### config.mk
export PLATFORM = sky130hd
export DESIGN_NAME = mc_control
export DESIGN_NICKNAME = d
export VERILOG_FILES = /design/src/rtl/mips_defs.sv /design/src/rtl/instr_decode.sv /design/src/rtl/mc_control.sv
export SDC_FILE = /design/constraint.sdc
export NUM_CORES = 1
export LEC_CHECK = 0
export CAP_MARGIN = 30
export CORE_ASPECT_RATIO = 0.6
export CORE_UTILIZATION = 30
export CTS_CLUSTER_DIAMETER = 150
export CTS_CLUSTER_SIZE = 40
export DETAILED_ROUTE_END_ITERATION = 10
export GPL_TIMING_DRIVEN = 0
export SLEW_MARGIN = 20
export SYNTH_ARGS = -nofsm -noshare
export SYNTH_HDL_FRONTEND = slang
export SYNTH_SLANG_ARGS = --single-unit
### constraint.sdc
create_clock -name clk -period 2.3 [get_ports clk]
set_input_delay 0.46 -clock clk [delete_from_list [all_inputs] [get_ports clk]]
set_output_delay 0.46 -clock clk [all_outputs]
set_load 0.01 [all_outputs]
### src/rtl/mips_defs.sv
// Shared MIPS definitions: opcode/func constants, multi-cycle FSM state
// encodings, instruction class indices and every datapath mux / ALU /
// extender select encoding. Used by both the single-cycle decoder and the
// multi-cycle controller so the datapath select widths stay identical.
package mips_defs;

  // Opcode field IR[31:26]
  localparam logic [5:0] OP_RTYPE = 6'b000000;
  localparam logic [5:0] OP_ORI   = 6'b001101;
  localparam logic [5:0] OP_LW    = 6'b100011;
  localparam logic [5:0] OP_SW    = 6'b101011;
  localparam logic [5:0] OP_BEQ   = 6'b000100;
  localparam logic [5:0] OP_LUI   = 6'b001111;
  localparam logic [5:0] OP_JAL   = 6'b000011;

  // Func field IR[5:0], meaningful only with OP_RTYPE
  localparam logic [5:0] FN_ADDU  = 6'b100001;
  localparam logic [5:0] FN_SUBU  = 6'b100011;
  localparam logic [5:0] FN_JR    = 6'b001000;

  // Multi-cycle FSM states
  typedef enum logic [2:0] {
    ST_FETCH  = 3'd0,
    ST_DECODE = 3'd1,
    ST_EXEC   = 3'd2,
    ST_MEM    = 3'd3,
    ST_WB     = 3'd4
  } state_t;

  // One-hot instruction class bit positions
  localparam int CL_ADDU = 0;
  localparam int CL_SUBU = 1;
  localparam int CL_ORI  = 2;
  localparam int CL_LW   = 3;
  localparam int CL_SW   = 4;
  localparam int CL_BEQ  = 5;
  localparam int CL_LUI  = 6;
  localparam int CL_JAL  = 7;
  localparam int CL_JR   = 8;
  localparam int CL_ILL  = 9;
  localparam int CL_W    = 10;

  // Next-PC select
  localparam logic [2:0] NPC_PC4    = 3'b000;
  localparam logic [2:0] NPC_BRANCH = 3'b001;
  localparam logic [2:0] NPC_JAL    = 3'b010;
  localparam logic [2:0] NPC_JR     = 3'b011;

  // ALU operation
  localparam logic [3:0] ALU_ADD = 4'b0000;
  localparam logic [3:0] ALU_SUB = 4'b0001;
  localparam logic [3:0] ALU_OR  = 4'b0010;
  localparam logic [3:0] ALU_CMP = 4'b0011;
  localparam logic [3:0] ALU_LUI = 4'b1111;

  // Register-file write destination
  localparam logic [2:0] DST_RT = 3'b000;
  localparam logic [2:0] DST_RD = 3'b001;
  localparam logic [2:0] DST_RA = 3'b010;

  // ALU operand selects
  localparam logic [1:0] SRCA_RS  = 2'b00;
  localparam logic [1:0] SRCA_PC  = 2'b01;
  localparam logic [2:0] SRCB_RT  = 3'b000;
  localparam logic [2:0] SRCB_IMM = 3'b001;
  localparam logic [2:0] SRCB_4   = 3'b010;

  // Immediate extender
  localparam logic [2:0] EXT_ZERO = 3'b000;
  localparam logic [2:0] EXT_SIGN = 3'b001;
  localparam logic [2:0] EXT_HI   = 3'b010;

  // Register write-back source
  localparam logic [1:0] WB_ALU = 2'b00;
  localparam logic [1:0] WB_MEM = 2'b01;

endpackage

### src/rtl/instr_decode.sv
// Combinational instruction classifier.
//   opcode      in  6   IR[31:26]
//   func        in  6   IR[5:0]
//   instr_class out 10  one-hot class (bit positions CL_* in mips_defs);
//                       CL_ILL is set for anything unsupported, including an
//                       R-type with an unlisted func.
module instr_decode
  import mips_defs::*;
(
  input  logic [5:0]      opcode,
  input  logic [5:0]      func,
  output logic [CL_W-1:0] instr_class
);

  always_comb begin
    instr_class = '0;
    case (opcode)
      OP_RTYPE: begin
        case (func)
          FN_ADDU: instr_class[CL_ADDU] = 1'b1;
          FN_SUBU: instr_class[CL_SUBU] = 1'b1;
          FN_JR:   instr_class[CL_JR]   = 1'b1;
          default: instr_class[CL_ILL]  = 1'b1;
        endcase
      end
      OP_ORI:  instr_class[CL_ORI] = 1'b1;
      OP_LW:   instr_class[CL_LW]  = 1'b1;
      OP_SW:   instr_class[CL_SW]  = 1'b1;
      OP_BEQ:  instr_class[CL_BEQ] = 1'b1;
      OP_LUI:  instr_class[CL_LUI] = 1'b1;
      OP_JAL:  instr_class[CL_JAL] = 1'b1;
      default: instr_class[CL_ILL] = 1'b1;
    endcase
  end

endmodule

### src/rtl/mc_control.sv
// Multi-cycle MIPS controller: FETCH -> DECODE -> EXEC -> [MEM] -> [WB].
//   clk, reset_n           clock, synchronous active-low reset
//   Opcode, Func           instruction fields, sampled in DECODE only
//   mem_ready / mem_req    memory handshake
//   PCWrite, PCWriteCond, IRWrite, nPC_sel        PC / IR control
//   ALUop, ALUSrcA, ALUSrcB, Extop                ALU and extender selects
//   RegDst, RegWrite, MemWrite, MemorALU          register / memory control
//   illegal, instr_done    one-cycle status pulses
//   state_dbg              current FSM state (forced 0 during reset)
//
// Memory handshake: mem_req is raised in FETCH and MEM and stays high until
// mem_ready; an access completes in the cycle where both are high, and the
// strobes that commit it (IRWrite/PCWrite, MemWrite) are qualified by
// mem_ready in that same cycle. The memory may hold mem_ready low for any
// number of cycles.
module mc_control
  import mips_defs::*;
(
  input  logic       clk,
  input  logic       reset_n,
  input  logic [5:0] Opcode,
  input  logic [5:0] Func,
  input  logic       mem_ready,
  output logic       mem_req,
  output logic       PCWrite,
  output logic       PCWriteCond,
  output logic       IRWrite,
  output logic [2:0] nPC_sel,
  output logic [3:0] ALUop,
  output logic [2:0] RegDst,
  output logic [1:0] ALUSrcA,
  output logic [2:0] ALUSrcB,
  output logic [2:0] Extop,
  output logic       RegWrite,
  output logic       MemWrite,
  output logic [1:0] MemorALU,
  output logic       illegal,
  output logic       instr_done,
  output logic [2:0] state_dbg
);

  state_t          state_q, state_d;
  logic [CL_W-1:0] class_q;
  logic [CL_W-1:0] dec_class;

  // ALU / extender selects implied by the latched class; held from EXEC
  // through MEM and WB so the ALU result stays stable.
  logic [3:0] sel_alu;
  logic [1:0] sel_src_a;
  logic [2:0] sel_src_b;
  logic [2:0] sel_ext;

  instr_decode u_decode (
    .opcode      (Opcode),
    .func        (Func),
    .instr_class (dec_class)
  );

  always_ff @(posedge clk) begin
    if (!reset_n) begin
      state_q <= ST_FETCH;
      class_q <= '0;
    end else begin
      state_q <= state_d;
      if (state_q == ST_DECODE) class_q <= dec_class;
    end
  end

  always_comb begin
    sel_alu   = ALU_ADD;
    sel_src_a = SRCA_RS;
    sel_src_b = SRCB_RT;
    sel_ext   = EXT_ZERO;
    if (class_q[CL_SUBU]) sel_alu = ALU_SUB;
    if (class_q[CL_ORI]) begin
      sel_alu   = ALU_OR;
      sel_src_b = SRCB_IMM;
    end
    if (class_q[CL_LUI]) begin
      sel_alu   = ALU_LUI;
      sel_src_b = SRCB_IMM;
      sel_ext   = EXT_HI;
    end
    if (class_q[CL_LW] || class_q[CL_SW]) begin
      sel_src_b = SRCB_IMM;
      sel_ext   = EXT_SIGN;
    end
    if (class_q[CL_BEQ]) sel_alu = ALU_CMP;
    if (class_q[CL_JAL]) begin
      sel_src_a = SRCA_PC;
      sel_src_b = SRCB_4;
    end
  end

  always_comb begin
    state_d     = state_q;
    mem_req     = 1'b0;
    PCWrite     = 1'b0;
    PCWriteCond = 1'b0;
    IRWrite     = 1'b0;
    nPC_sel     = NPC_PC4;
    ALUop       = ALU_ADD;
    RegDst      = DST_RT;
    ALUSrcA     = SRCA_RS;
    ALUSrcB     = SRCB_RT;
    Extop       = EXT_ZERO;
    RegWrite    = 1'b0;
    MemWrite    = 1'b0;
    MemorALU    = WB_ALU;
    illegal     = 1'b0;
    instr_done  = 1'b0;

    case (state_q)
      ST_FETCH: begin
        mem_req = 1'b1;
        // PC+4 and IR load happen on the same edge the fetch completes.
        IRWrite = mem_ready;
        PCWrite = mem_ready;
        if (mem_ready) state_d = ST_DECODE;
      end

      ST_DECODE: begin
        if (dec_class[CL_ILL]) begin
          illegal    = 1'b1;
          instr_done = 1'b1;
          state_d    = ST_FETCH;
        end else begin
          state_d = ST_EXEC;
        end
      end

      ST_EXEC: begin
        ALUop   = sel_alu;
        ALUSrcA = sel_src_a;
        ALUSrcB = sel_src_b;
        Extop   = sel_ext;
        if (class_q[CL_LW] || class_q[CL_SW]) begin
          state_d = ST_MEM;
        end else if (class_q[CL_BEQ]) begin
          PCWriteCond = 1'b1;
          nPC_sel     = NPC_BRANCH;
          instr_done  = 1'b1;
          state_d     = ST_FETCH;
        end else if (class_q[CL_JAL]) begin
          RegDst     = DST_RA;
          RegWrite   = 1'b1;
          PCWrite    = 1'b1;
          nPC_sel    = NPC_JAL;
          instr_done = 1'b1;
          state_d    = ST_FETCH;
        end else if (class_q[CL_JR]) begin
          PCWrite    = 1'b1;
          nPC_sel    = NPC_JR;
          instr_done = 1'b1;
          state_d    = ST_FETCH;
        end else if (class_q[CL_ADDU] || class_q[CL_SUBU] ||
                     class_q[CL_ORI]  || class_q[CL_LUI]) begin
          state_d = ST_WB;
        end else begin
          // No valid class latched; restart cleanly.
          state_d = ST_FETCH;
        end
      end

      ST_MEM: begin
        mem_req = 1'b1;
        ALUop   = sel_alu;
        ALUSrcA = sel_src_a;
        ALUSrcB = sel_src_b;
        Extop   = sel_ext;
        if (class_q[CL_SW]) begin
          MemWrite   = mem_ready;
          instr_done = mem_ready;
          if (mem_ready) state_d = ST_FETCH;
        end else if (mem_ready) begin
          state_d = ST_WB;
        end
      end

      ST_WB: begin
        ALUop      = sel_alu;
        ALUSrcA    = sel_src_a;
        ALUSrcB    = sel_src_b;
        Extop      = sel_ext;
        RegWrite   = 1'b1;
        instr_done = 1'b1;
        RegDst     = (class_q[CL_ADDU] || class_q[CL_SUBU]) ? DST_RD : DST_RT;
        MemorALU   = class_q[CL_LW] ? WB_MEM : WB_ALU;
        state_d    = ST_FETCH;
      end

      default: state_d = ST_FETCH;
    endcase

    // Reset silences every output immediately, abandoning any pending access.
    if (!reset_n) begin
      mem_req     = 1'b0;
      PCWrite     = 1'b0;
      PCWriteCond = 1'b0;
      IRWrite     = 1'b0;
      nPC_sel     = '0;
      ALUop       = '0;
      RegDst      = '0;
      ALUSrcA     = '0;
      ALUSrcB     = '0;
      Extop       = '0;
      RegWrite    = 1'b0;
      MemWrite    = 1'b0;
      MemorALU    = '0;
      illegal     = 1'b0;
      instr_done  = 1'b0;
    end
  end

  assign state_dbg = reset_n ? state_q : 3'd0;

endmodule

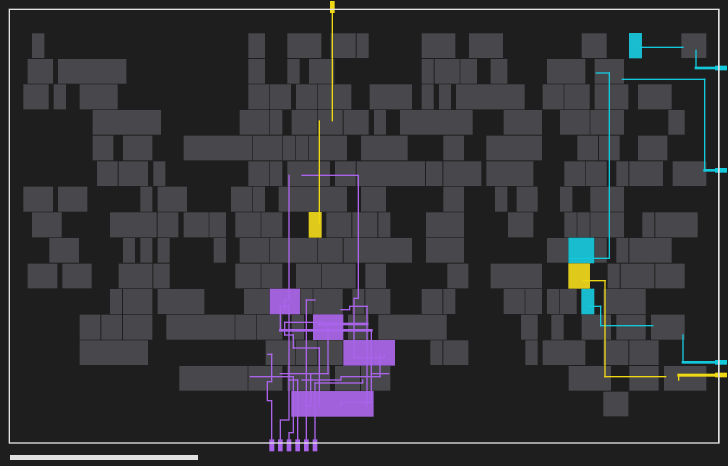
*Nets reached from selected ports, run 1*
Bar = 20 um.
`Func` -> purple  # bits 6, direction input, end cells 5, buffers 6, wire 203 um
`ALUSrcA` -> yellow  # bits 2, direction output, end cells 2, buffers 2, wire 45.8 um
`nPC_sel` -> cyan  # bits 3, direction output, end cells 3, buffers 3, wire 68.6 um
top-level I/O count: 46
tally of buffers added on design ports: 39

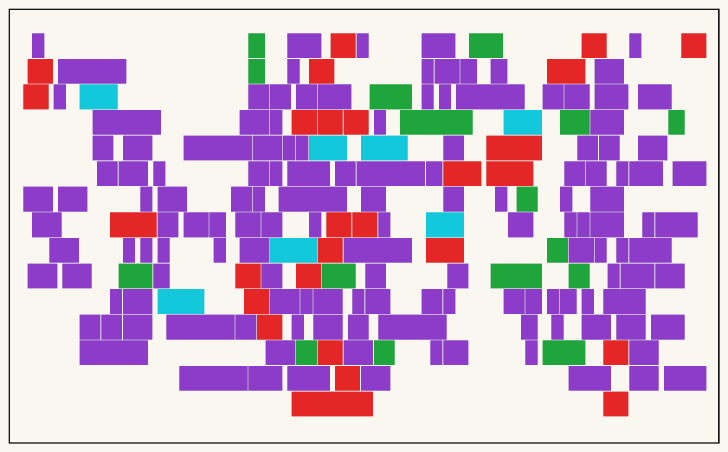
*Cells by drive strength, run 1*
drive 1 or less -> purple  # cells 142, most used dlygate4sd2_1
drive 3 to 4 -> red  # cells 27, most used buf_4
drive 2 -> green  # cells 16, most used nor2_2
drive 6 and up -> cyan  # cells 7, most used buf_6
fin worst setup slack: 0.0179 ns
Non-clk bufs: 65
growth of design area from synthesis to finish: 69.3%
final instance area: 1640 um2

==> summary.json, run 1 <==
{
  "first_pass_iters": 4,
  "layout_top_cells": "20 x sky130_fd_sc_hd__buf_4, 16 x sky130_fd_sc_hd__dlygate4sd2_1, 14 x sky130_fd_sc_hd__nor2_1",
  "report.final.setup_viol": 0,
  "post_route_insts_no_fill": 234,
  "ys_top_cells_by_area": "sky130_fd_sc_hd__dfxtp_1 25%, sky130_fd_sc_hd__nor2_1 7.0%, sky130_fd_sc_hd__nor2b_1 6.5%",
  "cellPowerDensity_nw_per_um2": 314,
  "slowest_delay_ns": 0.27,
  "crit_path_max_fanout": 2,
  "path_cells": "dlygate4sd2_1 -> nor4b_4 -> nand2_2 -> buf_4 -> buf_4 -> buf_4 -> buf_4 -> buf_4 -> buf_4 -> buf_4 -> buf_4 -> buf_4 -> nor3_2 -> o21a_1",
  "hold_path_end": "class_q[5]",
  "rr_worst_depth": 4,
  "worstHoldPathType": "in2reg",
  "cts_tree": "built",
  "max_freq_mhz": 438,
  "cts_buffer_depth": 2,
  "postSynthAreaPerCell_um2": 7.26,
  "global_routing_usage_summed_across_all_routing_layers_pct": 18.5,
  "worst_ir_drop_vdd_mv": 0.205,
  "remaining_drc_errors": 0,
  "tool_warnings": 27,
  "die-area_um2": 3460,
  "final_net_count": 209,
  "kind_of_critical_path": "in2reg",
  "report.final.slew_viol_count": 0,
  "floorplan.core_util_pct": 32.6,
  "layout_top_cell": "sky130_fd_sc_hd__buf_4",
  "synth-seq-cells": 12,
  "clkSinkCount": 12,
  "yosys-stat-cells": 133,
  "yosysWarningCount": 0,
  "timing.final.hold_violations": 0,
  "worstReg2RegEnd": "state_q[2]",
  "cp-end-kind": "flip-flop",
  "floorplan.die.height_um": 46.0,
  "yosysChipArea_um2": 966,
  "arrival_ns": 2.47,
  "timing.max_cap.violations": 0,
  "count_of_library_flops_with_an_enable_pin": 0,
  "final_core_util_pct": 55.1,
  "antenna_violating_nets_post_route": 0,
  "grt_overflow": 0,
  "period_used_pct": 99.2,
  "postPlaceCellArea_um2": 1430,
  "startpoint_type": "input pin",
  "final_period_minus_worst_setup_slack_ns": 2.28,
  "deepest_level_of_the_cts_h_tree": 1,
  "setup_repair_after_global_routing_missed_its_margin": "yes",
  "syn_inst": 133,
  "critical_path.slowest_cell": "sky130_fd_sc_hd__dlygate4sd2_1",
  "min_delay_path_depth": 2,
  "worst_clock_skew_ns": 0.00130,
  "cp_num_buf_inv": 10,
  "crit_family": "buffers and inverters",
  "fraction_of_layout_instances_using_a_drive_strength_above_1_pct": 26.0,
  "placed_cells_incl_taps": 219,
  "dr.first_iter.drc_count": 69,
  "crit-reg2reg-launch": "class_q[5]",
  "synth_top_cell_by_area": "sky130_fd_sc_hd__dfxtp_1",
  "static-leakage-power_nw": 0.774,
  "synth_cell_type_count": 39,
  "grt_pass1_wl_um": 4600,
  "outcome": "finished clean",
  "proportion_of_synthesized_chip_area_in_sequential_cells_pct": 24.9,
  "clock.latency.late_pin_ns": 0.24,
  "critical_path_required_ns": 2.49,
  "timing.hold.worst.start": "reset_n",
  "grt_max_degree": 11,
  "via_count_of_the_first_global_routing_pass": 964,
  "die_width_um": 75.3,
  "antenna-diode-count": 0,
  "vias_per_cell": 4.91,
  "number_of_buffers_created_by_cts": 3,
  "clk_pin_slew_ns": 0.05,
  "synth_top_flop_cell": "sky130_fd_sc_hd__dfxtp_1",
  "final_gp_congestion": 0.764,
  "clk_root_buffer_cell": "sky130_fd_sc_hd__clkbuf_8",
  "rrSetupSlack_ns": 0.72,
  "area_fraction_of_the_dominant_cell_type_after_synthesis_pct": 24.9,
  "antenna_found_initial": 0,
  "synth.cell_area_um2": 966,
  "postSynth.asyncResetShare_pct": 0,
  "detailed_place_hpwl_um": 2210,
  "crit_top_cell": "sky130_fd_sc_hd__buf_4"
}
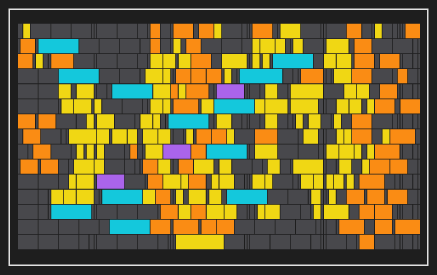
*Cell classes on the final placement, run 1*
Fill, decap, tap and diode cells in gray.
other buffers and delay cells -> orange  # cells 65, share of their area 36%
all other logic -> yellow  # cells 112, share of their area 46%
flip-flops -> cyan  # cells 12, share of their area 15%
cells driving clock nets -> purple  # cells 3, share of their area 2.6%
number of rows created at floorplan: 15
core area: 2970 um2
register share of the cell area: 14.8%

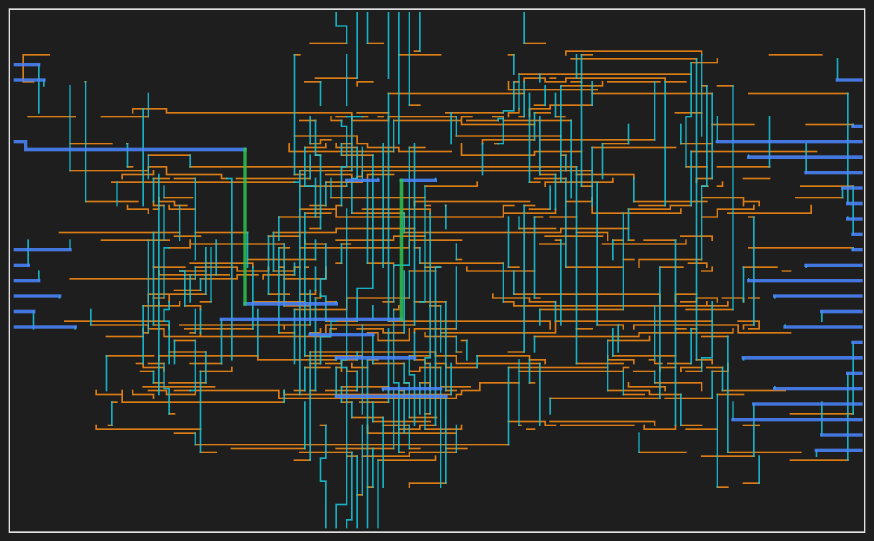
*Routed metal, one color a layer, run 1*
met3 -> blue  # wire length 217 um
met4 -> green  # wire length 25.8 um
met1 -> orange  # wire length 1610 um
met2 -> cyan  # wire length 1240 um
wire length per cell: 13.2 um
aggregate routed wire length: 3090 um
total via count in the routed design: 1150

-- run 1: per-layer routing --
layer	GRT usage (%)	up-vias	routed length (um)
met1	25.1	525	1610
met5	0	-	0
met4	6.30	0	25
met3	4.87	4	216
met2	28.5	45	1240
li1	-	576	-
-- run 1: what timing repair did --
action	4_1_cts	5_1_grt
hold buffers	0	0
setup buffers	12	0
pin swaps	10	7
resized	44	15
endpoints found under the setup margin	24	11
-- run 1: registers in the layout (all words and copies together) (netlist names) --
register and cells:
state_q 3, class_q 9
-- run 1: power by group --
part           switching (W)  leakage, nW  internal (W)  total (W)
Combinational      0.0000563        0.655     0.0000533   0.000110
Sequential        0.00000196       0.0974      0.000210   0.000212
Clock              0.0000761       0.0216      0.000115   0.000191
-- run 1: cell usage after synthesis (2+ instances only) --
master and n:
sky130_fd_sc_hd__a21oi_1 2, sky130_fd_sc_hd__a31oi_1 2, sky130_fd_sc_hd__a32oi_1 6, sky130_fd_sc_hd__and2_1 7
sky130_fd_sc_hd__and3_1 2, sky130_fd_sc_hd__buf_4 8, sky130_fd_sc_hd__buf_6 4, sky130_fd_sc_hd__clkbuf_1 2
sky130_fd_sc_hd__dfxtp_1 12, sky130_fd_sc_hd__inv_1 7, sky130_fd_sc_hd__nand2_1 14, sky130_fd_sc_hd__nand3_1 2
sky130_fd_sc_hd__nand4_1 2, sky130_fd_sc_hd__nor2_1 18, sky130_fd_sc_hd__nor2b_1 10, sky130_fd_sc_hd__nor3_1 7
sky130_fd_sc_hd__nor4_1 3, sky130_fd_sc_hd__nor4b_1 2, sky130_fd_sc_hd__o21a_1 3
-- run 1: layout make-up --
class | instances | area (um2)
flip-flops and latches | 12 | 241
plain buffers | 14 | 113
clock buffers | 3 | 41.3
fillers | 295 | 1330
repair buffers | 51 | 463
multi-input cells | 105 | 698
inverters | 7 | 26.3
well taps | 42 | 52.6
-- run 1: stage by stage --
stage	setup TNS (ns)	setup slack [ns]	hold WS [ns]	power, W
floorplan	0	0.359	0.506	0.000266
global placement	-7.05	-0.558	0.535	0.000316
detailed placement	-7.41	-0.577	0.545	0.000318
CTS	0	0.000976	0.573	0.000515
global route	-0.0228	-0.0184	0.564	0.000535
finish	0	0.0179	0.547	0.000513
-- run 1: worst max path at each step --
stage                from         end  slack, ns  depth (start not counted)
2_1_floorplan  state_q[0]    ALUop[3]       0.36                          6
3_3_place_gp    Opcode[4]  instr_done      -0.56                          7
3_5_place_dp      reset_n     PCWrite      -0.58                          7
4_1_cts           Func[4]     illegal      0.001                          7
5_1_grt           Func[0]  class_q[8]      -0.02                         14
6_report          Func[0]  class_q[8]       0.02                         14
-- run 1: kinds of logic after synthesis --
kind of cell	Yosys count	synth area share [%]
other	1	0.388
AOI/OAI and AO/OA	24	19.3
buffers and inverters	21	14.4
and+or+nand+nor	75	41.1
DFF	12	24.9
==> inputs of run 2 (changes only) <==
SETUP_SLACK_MARGIN = 0.2   (was not set)
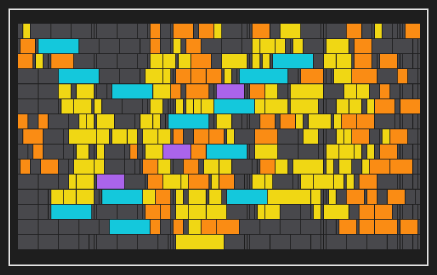
*Cell classes on the final placement, run 2*
Fill, decap, tap and diode cells in gray.
cells driving clock nets -> purple  # cells 3, share of their area 2.6%
other buffers and delay cells -> orange  # cells 71, share of their area 35%
all other logic -> yellow  # cells 112, share of their area 47%
flip-flops -> cyan  # cells 12, share of their area 15%
final instance area: 1650 um2
register share of the cell area: 14.8%
core occupancy in the finished layout: 55.7%

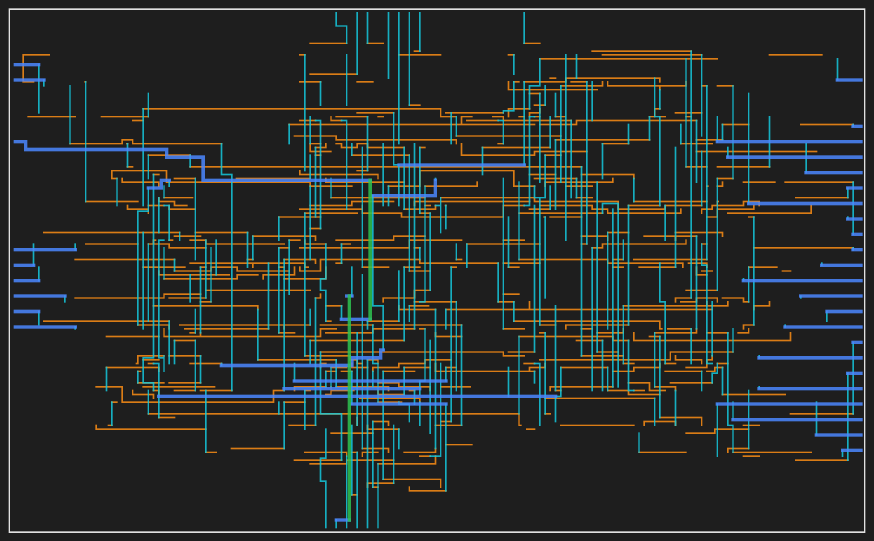
*Routed metal, one color a layer, run 2*
met3 -> blue  # wire length 292 um
met1 -> orange  # wire length 1530 um
met4 -> green  # wire length 32.0 um
met2 -> cyan  # wire length 1320 um
aggregate routed wire length: 3170 um
global routing usage summed across all routing layers: 18.9%
total via count in the routed design: 1171

==> run 2 against run 1 <==
  * Count of clock-buffer cells in the layout is the same
  * Largest cell class unchanged
  * Combinational power is essentially flat
  * Final area grew 0.99%
  * Highest routed layer unchanged
  * Flip-flop count is the same
  * Area after synthesis is the same
  * Routed wire length grew 2.5%
  * Non-clock buffer count grew 6
  * Global-route usage grew 0.44 points
  * Clock skew shrank 0.00062 ns
  * Largest power group unchanged
  * Via count grew 1.8%
  * Utilization grew 0.55 points
  * Critical path depth shrank 7
==> summary.json, run 2 <==
{
  "synth_top_cell_by_area": {"value": "sky130_fd_sc_hd__dfxtp_1", "change": "unchanged"},
  "io_buffers": {"value": 39, "change": "unchanged"},
  "synth-seq-cells": {"value": 12, "change": "unchanged"},
  "number_of_buffers_created_by_cts": {"value": 3, "change": "unchanged"},
  "die_width": {"value": 75.3, "unit": "um", "change": "unchanged"},
  "floorplan.core_util": {"value": 32.6, "unit": "%", "change": "unchanged"},
  "tool_warnings": {"value": 28, "change": "was 27"},
  "setup.worst_path.start": {"value": "class_q[5]", "change": "was Func[0]"},
  "antenna_violating_nets_post_route": {"value": 0, "change": "unchanged"},
  "placed_cells_incl_taps": {"value": 219, "change": "unchanged"},
  "dr.first_iter.drc_count": {"value": 46, "change": "was 69"},
  "remaining_drc_errors": {"value": 0, "change": "unchanged"},
  "detailed_place_hpwl": {"value": 2210, "unit": "um", "change": "unchanged"},
  "ys_top_cells_by_area": {"value": "sky130_fd_sc_hd__dfxtp_1 25%, sky130_fd_sc_hd__nor2_1 7.0%, sky130_fd_sc_hd__nor2b_1 6.5%", "change": "unchanged"},
  "reg_top3": {"value": "class_q (9), state_q (3)", "change": "unchanged"},
  "core_area": {"value": 2970, "unit": "um2", "change": "unchanged"},
  "critical_path_required": {"value": 1.84, "unit": "ns", "change": "was 2.49 ns"},
  "vias_per_cell": {"value": 4.88, "change": "was 4.91"},
  "layout_top_cell": {"value": "sky130_fd_sc_hd__buf_4", "change": "unchanged"},
  "kind_of_critical_path": {"value": "reg2out", "change": "was in2reg"},
  "arrival": {"value": 1.75, "unit": "ns", "change": "was 2.47 ns"},
  "floorplan.die.height": {"value": 46.0, "unit": "um", "change": "unchanged"},
  "report.final.setup_viol": {"value": 0, "change": "unchanged"},
  "cellPowerDensity": {"value": 307, "unit": "nW/um2", "change": "was 314 nW/um2"},
  "final_period_minus_worst_setup_slack": {"value": 2.21, "unit": "ns", "change": "was 2.28 ns"},
  "mi_logic_area": {"value": 726, "unit": "um2", "change": "was 698 um2"},
  "cp-end-kind": {"value": "output port", "change": "was flip-flop"},
  "area_fraction_of_the_dominant_cell_type_after_synthesis": {"value": 24.9, "unit": "%", "change": "unchanged"},
  "grt_max_degree": {"value": 11, "change": "unchanged"},
  "worstReg2RegEnd": {"value": "state_q[2]", "change": "unchanged"},
  "crit_path_max_fanout": {"value": 4, "change": "was 2"},
  "grt_pass1_wl": {"value": 4720, "unit": "um", "change": "was 4600 um"},
  "yosys-stat-cells": {"value": 133, "change": "unchanged"},
  "seq_area": {"value": 244, "unit": "um2", "change": "was 241 um2"},
  "first_pass_iters": {"value": 4, "change": "unchanged"},
  "critical_path.endpoint": {"value": "instr_done", "change": "was class_q[8]"},
  "worstHoldPathType": {"value": "reg2reg", "change": "was in2reg"},
  "syn2layout_area_growth": {"value": 71.0, "unit": "%", "change": "was 69.3%"},
  "setup_repair_after_global_routing_missed_its_margin": {"value": "yes", "change": "unchanged"},
  "report.final.slew_viol_count": {"value": 0, "change": "unchanged"},
  "postSynthAreaPerCell": {"value": 7.26, "unit": "um2", "change": "unchanged"},
  "placement.setup.worst_slack": {"value": -0.577, "unit": "ns", "change": "unchanged"},
  "synth_cell_type_count": {"value": 39, "change": "unchanged"},
  "clkSinkCount": {"value": 12, "change": "unchanged"},
  "proportion_of_synthesized_chip_area_in_sequential_cells": {"value": 24.9, "unit": "%", "change": "unchanged"},
  "crit-reg2reg-launch": {"value": "class_q[5]", "change": "unchanged"},
  "clk_root_buffer_cell": {"value": "sky130_fd_sc_hd__clkbuf_8", "change": "unchanged"},
  "outcome": {"value": "finished clean", "change": "unchanged"},
  "cts_tree": {"value": "built", "change": "unchanged"},
  "synth.cell_area": {"value": 966, "unit": "um2", "change": "unchanged"},
  "grt_overflow": {"value": 0, "change": "unchanged"},
  "worst_ir_drop_vdd": {"value": 0.201, "unit": "mV", "change": "was 0.205 mV"},
  "yosysChipArea": {"value": 966, "unit": "um2", "change": "unchanged"},
  "yosys-top-cells-count": {"value": "18 x sky130_fd_sc_hd__nor2_1, 14 x sky130_fd_sc_hd__nand2_1, 12 x sky130_fd_sc_hd__dfxtp_1, 10 x sky130_fd_sc_hd__nor2b_1, 8 x sky130_fd_sc_hd__buf_4", "change": "unchanged"},
  "via_count_of_the_first_global_routing_pass": {"value": 999, "change": "was 964"},
  "worst_clock_skew": {"value": 0.000682, "unit": "ns", "change": "was 0.00130 ns"},
  "yosysWarningCount": {"value": 0, "change": "unchanged"},
  "die-area": {"value": 3460, "unit": "um2", "change": "unchanged"},
  "static-leakage-power": {"value": 0.745, "unit": "nW", "change": "was 0.774 nW"},
  "yosysMostFrequentCell": {"value": "sky130_fd_sc_hd__nor2_1", "change": "unchanged"},
  "deepest_level_of_the_cts_h_tree": {"value": 1, "change": "unchanged"},
  "cts_buffer_depth": {"value": 2, "change": "unchanged"},
  "timing.max_cap.violations": {"value": 0, "change": "unchanged"},
  "antenna_found_initial": {"value": 0, "change": "unchanged"},
  "placement_rows": {"value": 15, "change": "unchanged"},
  "postLayoutSetupSlackWorst": {"value": 0.0860, "unit": "ns", "change": "was 0.0179 ns"},
  "max_flop_register": {"value": "class_q", "change": "unchanged"},
  "synth_top_flop_cell": {"value": "sky130_fd_sc_hd__dfxtp_1", "change": "unchanged"},
  "top_level_i_o_count": {"value": 46, "change": "unchanged"},
  "final_net_count": {"value": 215, "change": "was 209"},
  "final_gp_congestion": {"value": 0.764, "change": "unchanged"},
  "clk_pin_slew": {"value": 0.05, "unit": "ns", "change": "about the same"},
  "syn_inst": {"value": 133, "change": "unchanged"},
  "layout_top_cells": {"value": "26 x sky130_fd_sc_hd__buf_4, 15 x sky130_fd_sc_hd__dlygate4sd2_1, 13 x sky130_fd_sc_hd__nor2_1", "change": "was 20 x sky130_fd_sc_hd__buf_4, 16 x sky130_fd_sc_hd__dlygate4sd2_1, 14 x sky130_fd_sc_hd__nor2_1"},
  "max_freq": {"value": 452, "unit": "MHz", "change": "was 438 MHz"},
  "count_of_library_flops_with_an_enable_pin": {"value": 0, "change": "unchanged"},
  "period_used_share": {"value": 96.3, "unit": "%", "change": "was 99.2%"},
  "fraction_of_layout_instances_using_a_drive_strength_above_1": {"value": 36.9, "unit": "%", "change": "was 26.0%"},
  "largest_reg_flops": {"value": 9, "change": "unchanged"},
  "rrSetupSlack": {"value": 0.71, "unit": "ns", "change": "was 0.72 ns"},
  "timing.hold.ws": {"value": 0.560, "unit": "ns", "change": "was 0.547 ns"},
  "nFillCells": {"value": 289, "change": "was 295"},
  "rr_worst_depth": {"value": 4, "change": "unchanged"},
  "antenna-diode-count": {"value": 0, "change": "unchanged"},
  "postSynth.asyncResetShare": {"value": 0, "unit": "%", "change": "unchanged"},
  "detail_route.wl_per_cell": {"value": 13.2, "unit": "um", "change": "about the same"},
  "startpoint_type": {"value": "flip-flop", "change": "was input pin"},
  "clock.latency.late_pin": {"value": 0.24, "unit": "ns", "change": "about the same"},
  "timing.final.hold_violations": {"value": 0, "change": "unchanged"}
}
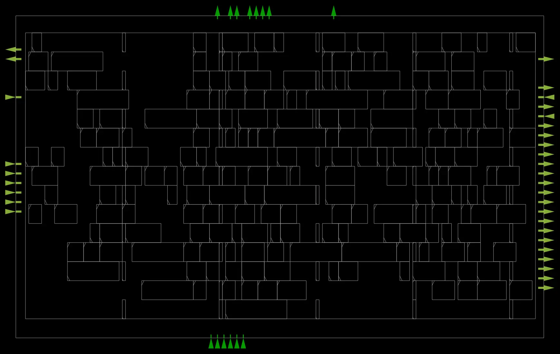
*Placed standard cells, run 2*
post-route insts no fill: 240
flip-flop and latch count: 12

run 2: worst min-delay path by stage:
stage,cells after the start,from,endpoint,slack (ns)
after floorplan,2,class_q[4],state_q[2],0.51
after global placement,2,class_q[4],state_q[2],0.53
after detailed placement,2,class_q[4],state_q[2],0.55
after CTS,2,reset_n,class_q[5],0.56
after global routing,2,reset_n,class_q[5],0.57
final,2,class_q[4],state_q[2],0.56
run 2: cell families (layout without fill, tap and decap cells):
family	count (synthesis)	in the layout	synth area share, %
AND/OR/NAND/NOR	75	75	41.1
AND-OR/OR-AND	24	24	19.3
buffers and inverters	21	81	14.4
flip-flops	12	12	24.9
other	1	6	0.388
run 2: repair_timing:
item,CTS,global route
endpoints found under the setup margin,25,12
pin swaps,12,9
cloned,0,0
hold buffers,0,0
gates resized,73,29
setup buffers,14,4
run 2: power breakdown:
| group | total (W) | internal [W] | leakage, nW | switching [W] |
|---|---|---|---|---|
| clock network | 0.000187 | 0.000115 | 0.0216 | 0.0000721 |
| logic | 0.000109 | 0.0000511 | 0.625 | 0.0000577 |
| registers | 0.000211 | 0.000209 | 0.0977 | 0.00000193 |
run 2: metrics by stage:
stage                     cell area (um2)  total power [W]  setup TNS, ns  utilization, %
final                                1650         0.000507              0            55.7
after global placement               1430         0.000316          -7.05            48.1
after detailed placement             1430         0.000318          -7.41            48.1
after global routing                 1650         0.000534              0            55.7
after CTS                            1630         0.000513              0            54.9
after floorplan                       985         0.000266              0               -
run 2: layer usage:
layer	track usage (%)	share of wire, %	vias up
met3	4.65	9.2	4
met1	25.5	48	527
met4	5.56	0.98	0
li1	-	-	588
met2	30.1	42	52
met5	0	0	-
run 2: final cells by class:
class | count | area share [%]
inverter | 7 | 1.59
timing repair buffer | 57 | 27.1
multi-input combinational | 105 | 43.9
buffer | 14 | 6.89
tap | 42 | 3.18
clock buffer | 3 | 2.50
sequential | 12 | 14.8
run 2: critical path: stages, from the launching register on:
cell and delay, ns:
sky130_fd_sc_hd__dfxtp_1 0.30, sky130_fd_sc_hd__buf_6 0.11, sky130_fd_sc_hd__or3_4 0.38, sky130_fd_sc_hd__a31oi_4 0.17, sky130_fd_sc_hd__o21ai_1 0.08, sky130_fd_sc_hd__and2_1 0.16
sky130_fd_sc_hd__a31o_1 0.18, sky130_fd_sc_hd__buf_2 0.13
==> inputs of run 3 (changes only) <==
ABC_AREA = 1   (was not set)
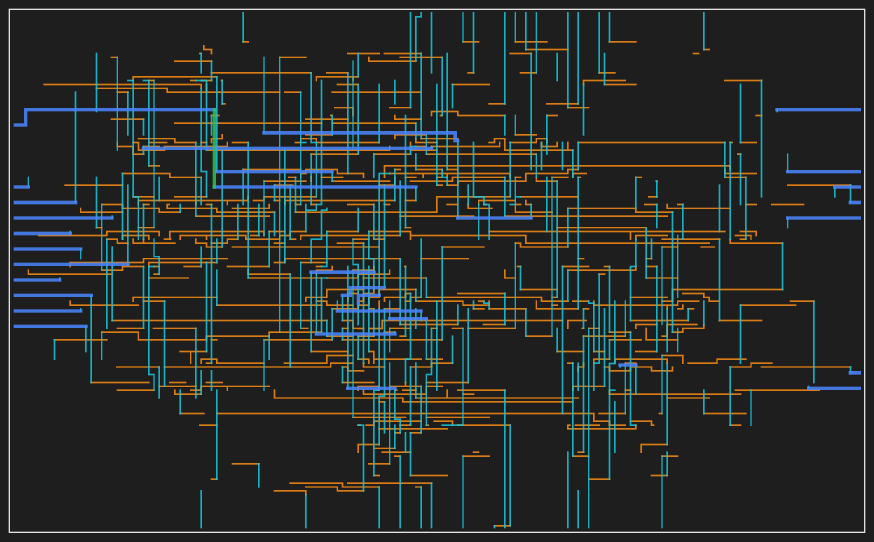
*Routed metal, one color a layer, run 3*
met2 -> cyan  # wire length 1330 um
met3 -> blue  # wire length 218 um
met1 -> orange  # wire length 1470 um
met4 -> green  # wire length 6.80 um
wire length per cell: 11.5 um
aggregate routed wire length: 3020 um

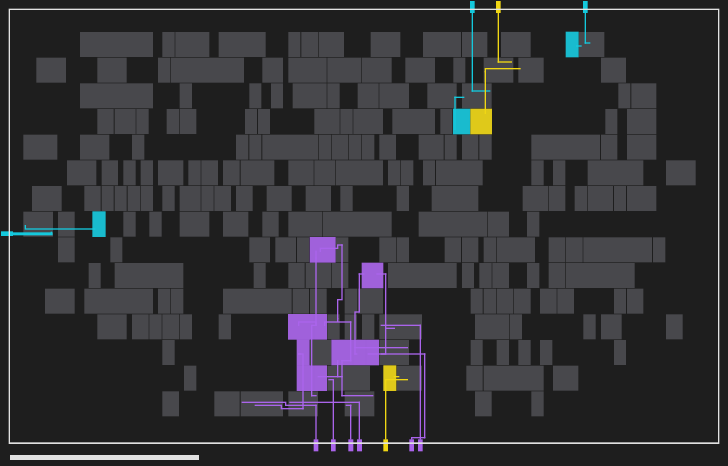
*Nets reached from selected ports, run 3*
Bar = 20 um.
`ALUSrcA` -> yellow  # bits 2, direction output, end cells 2, buffers 2, wire 24.1 um
`nPC_sel` -> cyan  # bits 3, direction output, end cells 3, buffers 3, wire 30.4 um
`Func` -> purple  # bits 6, direction input, end cells 10, buffers 6, wire 154 um

==> run 3 against run 2 <==
  * Clock power grew 28%
  * Count of clock-buffer cells in the layout increased by 1
  * Worst hold slack worse by 0.083 ns
  * Critical path type unchanged
  * Via count increased by 4.3%
==> summary.json, run 3 <==
{
  "synthMuxAreaShare": {"value": 0, "unit": "%", "change": "unchanged"},
  "layout_top_cells": {"value": "25 x sky130_fd_sc_hd__nand2_1, 25 x sky130_fd_sc_hd__nor2_1, 23 x sky130_fd_sc_hd__inv_1", "change": "was 26 x sky130_fd_sc_hd__buf_4, 15 x sky130_fd_sc_hd__dlygate4sd2_1, 13 x sky130_fd_sc_hd__nor2_1"},
  "timing.max_cap.violations": {"value": 0, "change": "unchanged"},
  "synth.cell_area": {"value": 960, "unit": "um2", "change": "was 966 um2"},
  "antenna_violating_nets_post_route": {"value": 0, "change": "unchanged"},
  "ys_sh_xor": {"value": 0, "unit": "%", "change": "unchanged"},
  "ys_top_cells_by_area": {"value": "sky130_fd_sc_hd__dfxtp_1 25%, sky130_fd_sc_hd__nor2_1 12%, sky130_fd_sc_hd__inv_1 11%", "change": "was sky130_fd_sc_hd__dfxtp_1 25%, sky130_fd_sc_hd__nor2_1 7.0%, sky130_fd_sc_hd__nor2b_1 6.5%"},
  "static-leakage-power": {"value": 0.846, "unit": "nW", "change": "was 0.745 nW"},
  "die_width": {"value": 75.0, "unit": "um", "change": "was 75.3 um"},
  "outcome": {"value": "finished clean", "change": "unchanged"},
  "synth-seq-cells": {"value": 12, "change": "unchanged"},
  "postSynthAreaPerCell": {"value": 5.78, "unit": "um2", "change": "was 7.26 um2"},
  "worst_ir_drop_vdd": {"value": 0.216, "unit": "mV", "change": "was 0.201 mV"},
  "syn_inst": {"value": 166, "change": "was 133"},
  "report.final.setup_viol": {"value": 0, "change": "unchanged"},
  "io_buffers": {"value": 39, "change": "unchanged"},
  "proportion_of_synthesized_chip_area_in_sequential_cells": {"value": 25.0, "unit": "%", "change": "was 24.9%"},
  "die-area": {"value": 3440, "unit": "um2", "change": "was 3460 um2"},
  "floorplan.core_util": {"value": 32.6, "unit": "%", "change": "about the same"},
  "cellPowerDensity": {"value": 396, "unit": "nW/um2", "change": "was 307 nW/um2"},
  "synth_top_flop_cell": {"value": "sky130_fd_sc_hd__dfxtp_1", "change": "unchanged"},
  "worst_clock_skew": {"value": 0.00674, "unit": "ns", "change": "was 0.000682 ns"},
  "remaining_drc_errors": {"value": 0, "change": "unchanged"},
  "synth_top_cell_by_area": {"value": "sky130_fd_sc_hd__dfxtp_1", "change": "unchanged"},
  "kind_of_critical_path": {"value": "reg2out", "change": "unchanged"},
  "final_net_count": {"value": 236, "change": "was 215"},
  "dr.first_iter.drc_count": {"value": 62, "change": "was 46"},
  "fraction_of_layout_instances_using_a_drive_strength_above_1": {"value": 26.8, "unit": "%", "change": "was 36.9%"},
  "vias_per_cell": {"value": 4.66, "change": "was 4.88"},
  "postPlaceCellArea": {"value": 1420, "unit": "um2", "change": "was 1430 um2"},
  "placement_rows": {"value": 15, "change": "unchanged"},
  "synth.logic.top_family": {"value": "simple AND/OR/NAND/NOR gates", "change": "unchanged"},
  "deepest_level_of_the_cts_h_tree": {"value": 1, "change": "unchanged"},
  "via_count_of_the_first_global_routing_pass": {"value": 1068, "change": "was 999"},
  "yosysChipArea": {"value": 960, "unit": "um2", "change": "was 966 um2"},
  "antenna_found_initial": {"value": 0, "change": "unchanged"},
  "max_freq": {"value": 487, "unit": "MHz", "change": "was 452 MHz"},
  "count_of_library_flops_with_an_enable_pin": {"value": 0, "change": "unchanged"},
  "yosysWarningCount": {"value": 0, "change": "unchanged"},
  "top_level_i_o_count": {"value": 46, "change": "unchanged"},
  "global_routing_usage_summed_across_all_routing_layers": {"value": 17.9, "unit": "%", "change": "was 18.9%"},
  "area_fraction_of_the_dominant_cell_type_after_synthesis": {"value": 25.0, "unit": "%", "change": "was 24.9%"},
  "fin_area": {"value": 1550, "unit": "um2", "change": "was 1650 um2"},
  "number_of_buffers_created_by_cts": {"value": 3, "change": "unchanged"},
  "grt_max_degree": {"value": 11, "change": "unchanged"},
  "core_area": {"value": 2950, "unit": "um2", "change": "was 2970 um2"},
  "crit_path_max_fanout": {"value": 7, "change": "was 4"},
  "critical_path_required": {"value": 1.84, "unit": "ns", "change": "about the same"},
  "cts_buffer_depth": {"value": 2, "change": "unchanged"},
  "final_period_minus_worst_setup_slack": {"value": 2.05, "unit": "ns", "change": "was 2.21 ns"},
  "max_flop_register": {"value": "class_q", "change": "unchanged"},
  "startpoint_type": {"value": "flip-flop", "change": "unchanged"},
  "total_power": {"value": 0.000613, "unit": "W", "change": "was 0.000507 W"},
  "fa_ha_area_share": {"value": 0, "unit": "%", "change": "unchanged"},
  "clkSinkCount": {"value": 12, "change": "unchanged"},
  "cts_tree": {"value": "built", "change": "unchanged"},
  "setup_repair_after_global_routing_missed_its_margin": {"value": "yes", "change": "unchanged"},
  "worstHoldPathType": {"value": "reg2reg", "change": "unchanged"},
  "yosysMostFrequentCell": {"value": "sky130_fd_sc_hd__nor2_1", "change": "unchanged"},
  "yosys-stat-cells": {"value": 166, "change": "was 133"},
  "grt_pass1_wl": {"value": 4550, "unit": "um", "change": "was 4720 um"},
  "floorplan.die.height": {"value": 45.8, "unit": "um", "change": "was 46.0 um"},
  "reg_top3": {"value": "class_q (9), state_q (3)", "change": "unchanged"},
  "ys_sh_simple": {"value": 40.4, "unit": "%", "change": "was 41.1%"},
  "yosys-top-cells-count": {"value": "31 x sky130_fd_sc_hd__nor2_1, 28 x sky130_fd_sc_hd__inv_1, 28 x sky130_fd_sc_hd__nand2_1, 17 x sky130_fd_sc_hd__a21oi_1, 13 x sky130_fd_sc_hd__nand3_1", "change": "was 18 x sky130_fd_sc_hd__nor2_1, 14 x sky130_fd_sc_hd__nand2_1, 12 x sky130_fd_sc_hd__dfxtp_1, 10 x sky130_fd_sc_hd__nor2b_1, 8 x sky130_fd_sc_hd__buf_4"},
  "final_gp_congestion": {"value": 0.802, "change": "was 0.764"},
  "timing.final.hold_violations": {"value": 0, "change": "unchanged"},
  "clk_root_buffer_cell": {"value": "sky130_fd_sc_hd__clkbuf_8", "change": "unchanged"},
  "period_used_share": {"value": 89.3, "unit": "%", "change": "was 96.3%"},
  "placed_cells_incl_taps": {"value": 252, "change": "was 219"},
  "antenna-diode-count": {"value": 0, "change": "unchanged"},
  "detailed_place_hpwl": {"value": 2330, "unit": "um", "change": "was 2210 um"},
  "arrival": {"value": 1.59, "unit": "ns", "change": "was 1.75 ns"},
  "clk_pin_slew": {"value": 0.06, "unit": "ns", "change": "was 0.05 ns"},
  "tool_warnings": {"value": 28, "change": "unchanged"},
  "postSynth.asyncResetShare": {"value": 0, "unit": "%", "change": "unchanged"},
  "postCtsHoldBufs": {"value": 0, "change": "unchanged"},
  "report.final.slew_viol_count": {"value": 0, "change": "unchanged"},
  "largest_reg_flops": {"value": 9, "change": "unchanged"},
  "syn2layout_area_growth": {"value": 61.4, "unit": "%", "change": "was 71.0%"},
  "via_count": {"value": 1221, "change": "was 1171"},
  "yosys.area_share.aoi": {"value": 14.7, "unit": "%", "change": "was 19.3%"},
  "cp-end-kind": {"value": "output port", "change": "unchanged"},
  "synth_cell_type_count": {"value": 22, "change": "was 39"},
  "first_pass_iters": {"value": 4, "change": "unchanged"},
  "clock.latency.late_pin": {"value": 0.25, "unit": "ns", "change": "was 0.24 ns"},
  "grt_overflow": {"value": 0, "change": "unchanged"}
}
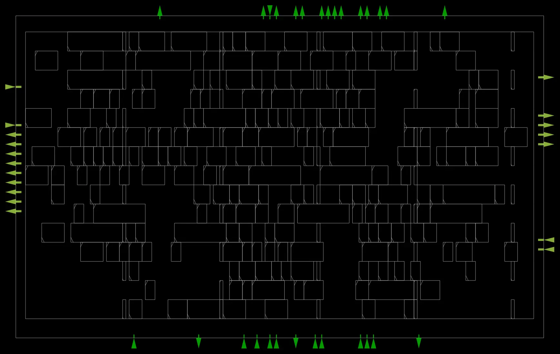
*Placed standard cells, run 3*
post-route insts no fill: 262
number of tap cells inserted: 42
core occupancy in the finished layout: 52.6%

run 3: netlist changes by cell type in the layout (fill, tap and decap cells not counted), sizes merged, moves of 4 or more:
| cell | previous run | this run |
|---|---|---|
| nor2 | 18 | 31 |
| clkdlybuf4s15 | 5 | 1 |
| nor2b | 10 | 0 |
| a32oi | 6 | 0 |
| o21ai | 1 | 5 |
| dlygate4sd2 | 15 | 22 |
| inv | 7 | 30 |
| and2 | 8 | 0 |
| nand2 | 14 | 28 |
| buf | 33 | 18 |
| a21oi | 2 | 17 |
| nand3 | 2 | 13 |
run 3: path summary, 6_finish.rpt:
path / depth (start not counted) / endpoint / from / slack (ns)
max: 6 / ALUop[3] / state_q[2] / 0.25
min: 2 / class_q[0] / class_q[0] / 0.48
max reg2reg: 6 / class_q[1] / state_q[0] / 1.06
min reg2reg: 2 / class_q[0] / class_q[0] / 0.48
run 3: area by class of cell:
class	instances	area, um2
fill	310	1400
clock buffer	4	55.1
sequential	12	244
timing repair buffer	45	372
multi-input combinational	118	627
tap	42	52.6
inverter	30	113
buffer	11	86.3
run 3: routing by layer:
layer	vias to the layer above	global-route usage (%)	share of wire, %	wire length, um
li1	623	-	-	-
met1	552	24.3	49	1470
met2	44	28.1	44	1330
met3	2	5.97	7.2	217
met4	0	3.02	0.20	6
met5	-	0	0	0
run 3: where the power goes:
part,switching (W),internal [W],total (W)
sequential,0.0000121,0.000217,0.000229
combinational,0.0000848,0.0000597,0.000144
clock,0.0000876,0.000152,0.000239
total,0.000185,0.000428,0.000613
run 3: logic make-up after synthesis:
logic type / Yosys count
buffers and inverters: 41
flip-flops: 12
AND/OR/NAND/NOR: 86
AND-OR/OR-AND: 26
other: 1
run 3: what timing repair did:
| action | in CTS | in global routing |
|---|---|---|
| endpoints found under the setup margin | 25 | 12 |
| resized | 63 | 28 |
| setup buffers | 3 | 3 |
| hold endpoints to repair | 0 | 0 |
| pin swaps | 5 | 11 |
run 3: critical path, cell delays in order (launching register included):
cell                            delay [ns]
sky130_fd_sc_hd__dfxtp_2              0.43
sky130_fd_sc_hd__nand4_1              0.20
sky130_fd_sc_hd__o21ai_2              0.11
sky130_fd_sc_hd__inv_2                0.09
sky130_fd_sc_hd__nor3_4               0.13
sky130_fd_sc_hd__buf_4                0.12
sky130_fd_sc_hd__dlygate4sd2_1        0.25
run 3: stage by stage:
| stage | setup slack (ns) | hold WS, ns | setup TNS [ns] |
|---|---|---|---|
| 2_1_floorplan | 0.395 | 0.446 | 0 |
| 3_3_place_gp | -0.584 | 0.457 | -6.89 |
| 3_5_place_dp | -0.653 | 0.471 | -7.06 |
| 4_1_cts | 0.164 | 0.480 | 0 |
| 5_1_grt | 0.152 | 0.516 | 0 |
| 6_report | 0.247 | 0.476 | 0 |
Power is estimated from default activity; no workload was simulated.
